## src/rtl/mem_bus_pkg.sv

```systemverilog
// Shared CPU memory-bus definitions: command encoding, MMIO addresses, responder states.
package mem_bus_pkg;

  localparam int unsigned ADDR_W = 9;
  localparam int unsigned DATA_W = 16;
  localparam int unsigned IO_W   = 8;

  typedef enum logic [1:0] {
    MNONE  = 2'b00,
    MREAD  = 2'b01,
    MWRITE = 2'b10
  } mem_cmd_t;

  localparam logic [ADDR_W-1:0] LED_ADDR = 9'h100;
  localparam logic [ADDR_W-1:0] SW_ADDR  = 9'h140;

  typedef enum logic {
    INIT  = 1'b0,
    READY = 1'b1
  } resp_state_t;

endpackage

```

## src/rtl/ram_sp.sv

```systemverilog
// Single-port RAM: synchronous write, registered read with read enable.
module ram_sp #(
  parameter int unsigned DEPTH  = 256,
  parameter int unsigned ADDR_W = 8,
  parameter int unsigned DATA_W = 16
) (
  input  logic              clk,
  input  logic              we,
  input  logic              re,
  input  logic [ADDR_W-1:0] addr,
  input  logic [DATA_W-1:0] wdata,
  output logic [DATA_W-1:0] rdata
);

  logic [DATA_W-1:0] mem [DEPTH];

  // Write and read share the single address port; read data holds until the next enabled read.
  always_ff @(posedge clk) begin
    if (we) mem[addr] <= wdata;
    if (re) rdata <= mem[addr];
  end

endmodule

```

## src/rtl/mem_responder.sv

```systemverilog
// Memory-side bus responder: RAM, LED register and synchronised switch port, with a post-reset clearing sweep.
module mem_responder #(
  parameter int unsigned DEPTH      = 256,
  parameter logic [8:0]  LED_ADDR   = mem_bus_pkg::LED_ADDR,
  parameter logic [8:0]  SW_ADDR    = mem_bus_pkg::SW_ADDR,
  parameter bit          INIT_CLEAR = 1'b1
) (
  input  logic        clk,
  input  logic        reset,
  input  logic [1:0]  mem_cmd,
  input  logic [8:0]  mem_addr,
  input  logic [15:0] write_data,
  output logic [15:0] read_data,
  input  logic [7:0]  SW,
  output logic [7:0]  LEDR,
  output logic        mem_ready,
  output logic        bad_access
);

  import mem_bus_pkg::*;

  localparam int unsigned       RAM_AW      = (DEPTH > 1) ? $clog2(DEPTH) : 1;
  localparam logic [RAM_AW-1:0] LAST_IDX    = RAM_AW'(DEPTH - 1);
  localparam logic [ADDR_W-1:0] RAM_LIMIT   = ADDR_W'(DEPTH);
  localparam resp_state_t       RESET_STATE = INIT_CLEAR ? INIT : READY;

  resp_state_t       state_q, state_d;
  logic [RAM_AW-1:0] cnt_q;
  logic [IO_W-1:0]   sw_meta_q, sw_sync_q;
  logic              rd_from_ram_q;
  logic [DATA_W-1:0] rd_hold_q;
  logic [DATA_W-1:0] ram_rdata;

  logic              in_ram_c;
  logic              ram_we_c, ram_re_c;
  logic [RAM_AW-1:0] ram_addr_c;
  logic [DATA_W-1:0] ram_wdata_c;
  logic              led_we_c, rd_sw_c, rd_bad_c, err_c, cnt_inc_c;

  assign in_ram_c = (mem_addr < RAM_LIMIT);

  // Next-state and bus decode; the sweep owns the RAM port while in INIT.
  always_comb begin
    state_d     = state_q;
    ram_we_c    = 1'b0;
    ram_re_c    = 1'b0;
    ram_addr_c  = mem_addr[RAM_AW-1:0];
    ram_wdata_c = write_data;
    led_we_c    = 1'b0;
    rd_sw_c     = 1'b0;
    rd_bad_c    = 1'b0;
    err_c       = 1'b0;
    cnt_inc_c   = 1'b0;
    case (state_q)
      INIT: begin
        ram_we_c    = 1'b1;
        ram_addr_c  = cnt_q;
        ram_wdata_c = '0;
        cnt_inc_c   = 1'b1;
        if (cnt_q == LAST_IDX) state_d = READY;
      end
      READY: begin
        case (mem_cmd)
          MREAD: begin
            if (in_ram_c)                ram_re_c = 1'b1;
            else if (mem_addr == SW_ADDR) rd_sw_c = 1'b1;
            else begin
              rd_bad_c = 1'b1;
              err_c    = 1'b1;
            end
          end
          MWRITE: begin
            if (in_ram_c)                  ram_we_c = 1'b1;
            else if (mem_addr == LED_ADDR) led_we_c = 1'b1;
            else                           err_c    = 1'b1;
          end
          MNONE:   ;
          default: err_c = 1'b1;
        endcase
      end
      default: state_d = RESET_STATE;
    endcase
  end

  // State register.
  always_ff @(posedge clk) begin
    if (reset) state_q <= RESET_STATE;
    else       state_q <= state_d;
  end

  // Sweep counter, switch synchroniser, read-result source and MMIO/status registers.
  always_ff @(posedge clk) begin
    if (reset) begin
      cnt_q         <= '0;
      sw_meta_q     <= '0;
      sw_sync_q     <= '0;
      rd_from_ram_q <= 1'b0;
      rd_hold_q     <= '0;
      LEDR          <= '0;
      bad_access    <= 1'b0;
      mem_ready     <= 1'b0;
    end else begin
      sw_meta_q <= SW;
      sw_sync_q <= sw_meta_q;
      mem_ready <= (state_d == READY);
      if (cnt_inc_c) cnt_q <= cnt_q + RAM_AW'(1);
      if (ram_re_c) rd_from_ram_q <= 1'b1;
      if (rd_sw_c) begin
        rd_from_ram_q <= 1'b0;
        rd_hold_q     <= DATA_W'(sw_sync_q);
      end
      if (rd_bad_c) begin
        rd_from_ram_q <= 1'b0;
        rd_hold_q     <= '0;
      end
      if (led_we_c) LEDR <= write_data[IO_W-1:0];
      if (err_c) bad_access <= 1'b1;
    end
  end

  // Read result comes from the RAM output register or the local hold register.
  assign read_data = rd_from_ram_q ? ram_rdata : rd_hold_q;

  ram_sp #(
    .DEPTH  (DEPTH),
    .ADDR_W (RAM_AW),
    .DATA_W (DATA_W)
  ) u_ram (
    .clk   (clk),
    .we    (ram_we_c),
    .re    (ram_re_c),
    .addr  (ram_addr_c),
    .wdata (ram_wdata_c),
    .rdata (ram_rdata)
  );

endmodule

```

## config.mk

```make
export PLATFORM = sky130hd
export DESIGN_NAME = mem_responder
export DESIGN_NICKNAME = d
export VERILOG_FILES = /design/src/rtl/mem_bus_pkg.sv /design/src/rtl/ram_sp.sv /design/src/rtl/mem_responder.sv
export SDC_FILE = /design/constraint.sdc
export NUM_CORES = 2
export LEC_CHECK = 0
export ABC_AREA = 0
export CAP_MARGIN = 20
export CELL_PAD_IN_SITES_DETAIL_PLACEMENT = 0
export CELL_PAD_IN_SITES_GLOBAL_PLACEMENT = 2
export CORE_UTILIZATION = 47
export CTS_BUF_LIST = sky130_fd_sc_hd__clkbuf_4
export DETAILED_ROUTE_END_ITERATION = 8
export DONT_BUFFER_PORTS = 1
export GPL_TIMING_DRIVEN = 1
export PLACE_DENSITY = 0.77
export SLEW_MARGIN = 20
export SYNTH_ARGS = -nofsm -noshare
export SYNTH_HDL_FRONTEND = slang
export SYNTH_SLANG_ARGS = --single-unit
export TNS_END_PERCENT = 100
```

## constraint.sdc

```tcl
create_clock -name clk -period 5.4 [get_ports clk]
set_input_delay 0.54 -clock clk [delete_from_list [all_inputs] [get_ports clk]]
set_output_delay 0.54 -clock clk [all_outputs]
set_load 0.1 [all_outputs]
```

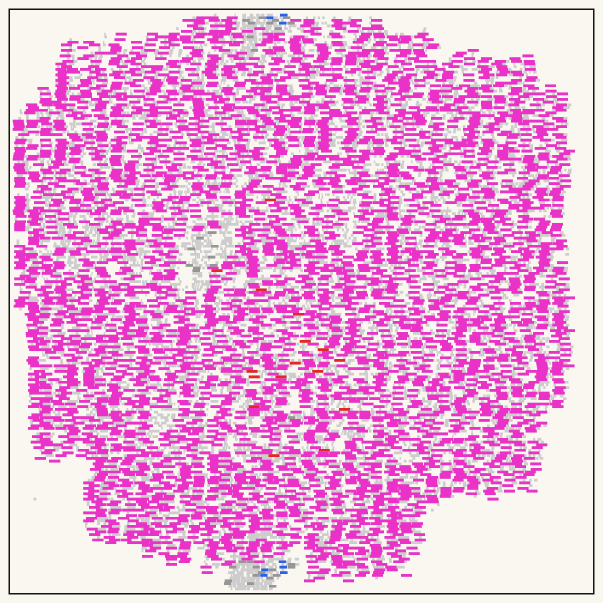
(images/ff_map.png)
Scale: 1 px per um. Other sequential cells in the stronger grey, the rest of the logic in the fainter grey.
[`sw_sync_q`] blue | flops: 8
[`u_ram.mem`] magenta | flops: 4096 | where: spread over the die
[`u_ram.rdata`] red | flops: 16
not coloured: 35
power in sequential cells: 35.0 mW
Layout Utilization: 54.3%

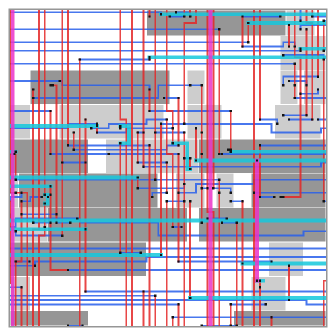
(images/closeup.png)
Region (279, 162) to (304, 187) um. Cells in grey, sequential cells in the stronger grey; small squares are vias.
[M1] blue
[M4] magenta
[M3] cyan
[M2] red
sequential cells in the window: 9
most frequent: edfxtp_1 (8), clkbuf_4 (4), mux2i_1 (3)
netlist names of flops here include: `u_ram.mem` (8), `rd_hold_q` (1)
cells with their middle in the window: 25

-- layer usage --
layer / wire, um / vias up
met1: 178000 / 45000
met3: 42400 / 694
met4: 14700 / 20
met5: 137 / -
met2: 212000 / 4577
li1: - / 36800
-- through the flow --
step / TNS [ns] / hold WS, ns / setup WS (ns) / instance area, um2
finish: -0.0347 / 0.181 / -0.0347 / 182000
global route: 0 / 0.109 / 0.0248 / 182000
CTS: 0 / 0.00643 / 0.0826 / 182000
detailed placement: -0.123 / 0.428 / -0.0840 / 168000
global placement: -1.47 / 0.425 / -0.456 / 168000
floorplan: -1806.49 / 0.414 / -0.706 / 159000
==> qor.yml <==
status: "finished, violations left"
violations: "setup timing"
place.gp.congestion: 0.860
buf_share_pct: 3.47
flop_area_mm2: 0.124
yosys.area.top_type: "edfxtp_1"
worst_pin_slew_ns: 1.24
top_power_group: "sequential cells"
r2r-end: "u_ram.rdata[9]"
max-cap-violations: 0
cts_sinks: 4155
period_minus_slack_ns: 5.43
ys_seq_share_pct: 78.4
ys_warn_count: 0
gr-usage-met2_pct: 41.0
min_from: "write_data[12]"
grt_max_degree: 165
antenna_found_initial: 46
synth-edff-count: 4112
io_pins: 63
syn2layout_area_growth_pct: 14.6
path_common_cell: "buf_4"
crit_buf_inv: 3
hold_path_end: "u_ram.mem[192][12]"
ys_ff: 4155
postCtsSetupRepairBufs: 0
r2r_slack_ns: -0.03
antenna-diode-count: 54
switching_share_pct: 21.9
comb_area_mm2: 0.0326
logic_gates: 3432
vias: 87000
cts.clk_slew.worst_paths_ns: 0.07
overflow: 0
cts_tree: "yes"
fin_cells: 14600
drtPass1Iterations: 8
xor_share_pct: 0.0386
dieArea_mm2: 0.340
final_max_slew_viol_count: 0
cp-startpoint: "mem_ready"
grt_use_met1_pct: 36.0
seq_power_share_pct: 54.7
n_all_inverters: 4
numCtsBuffers: 1123
grt.total_usage_pct: 26.4
num_tap_cells: 4494
largestRegisters: "u_ram.mem x4096, u_ram.rdata x16"
topCellsByArea: "edfxtp_1 78%, mux2i_1 8.2%, mux4_2 5.5%"
rr_worst_depth: 10
postCtsHoldBufs: 92
ys_sh_adder_pct: 0.00789
power_clock_mw: 26.0
nFillCells: 26200
async_flop_share_pct: 0
clock_latency_ns: 1.65
warnings: 88
met3_usage_pct: 6.31
rsz0062_at_grt: "no"
setup_ws_ns: -0.0347
ys_sh_simple_pct: 1.99
layout_top_cell: "edfxtp_1"
min_path_cells: 3
crit_fanout: 49
clockRootBuffer: "clkbuf_4"
drt-total-wl_um: 448000
finClkSkew_ns: 0.132
switchingPower_mw: 14.0
critPathLaunchType: "register"
fmax_mhz: 184
period_used_pct: 101
endpoint_kind: "register"
drtAntennaViolNets: 0
p_leak_nw: 63.0
cp-endpoint: "u_ram.rdata[9]"
num-nonclk-buffers: 685
worstSetupPathType: "register to register"
cts_max_level: 7
drive_gt1_share_pct: 27.1
clkPwrFrac_pct: 40.7
top_area_share_pct: 77.8
ys_area_mm2: 0.159
top_register: "u_ram.mem"
syn_inst: 8086
synth_cell_types: 46
largest_reg_flops: 4096
hold_path_class: "input port to register"
seq_cells: 4155
comb_power_mw: 2.90
largest_class: "flip-flops and latches"
place_hpwl_um: 263000
pwr-share-comb_pct: 4.5
avgSynthCellArea_um2: 19.6
grt_pass1_vias: 87400
p_per_area_mw_per_mm2: 351
mux_share_pct: 13.7
finalPower_mw: 63.9
seq_share_pct: 68.4
dp.cells: 12700
ctsResizeCount: 3
worstPathCellList: "buf_4 > nor3b_1 > or2_4 > nand2_4 > buf_12 > buf_4 > o22ai_1 > o41ai_2 > nand4_1 > and4_1"
flop_cell: "edfxtp_1"
path_delay_family: "simple AND/OR/NAND/NOR gates"
slowest_delay_ns: 0.94
clockBufferDepth: 5
r2r-start: "mem_ready"
yosys_cells: 8086
common_cells: "4112 x edfxtp_1, 1299 x mux2i_1, 640 x o22ai_1, 384 x mux4_2, 267 x clkbuf_1"
syn_nets: 8124
crit_required_ns: 6.75
compound_area_share_pct: 4.42
num-clock-buffers: 1572
crit_arrival_ns: 6.78
fin_nets: 9439
cpMaxStageDelayCell: "nand4_1"
topCombFamilyByArea: "multiplexers"
setup_viol: 1
vdd.ir_drop.worst_uv: 240
final-hold-violation-count: 0
initCoreUtil_pct: 47.4
top_usage_layer: "met2"
slew-limit-headroom_pct: 16.4
cp_num_cells: 10
Power figures rest on the tool's default switching activity, not on a simulated workload.
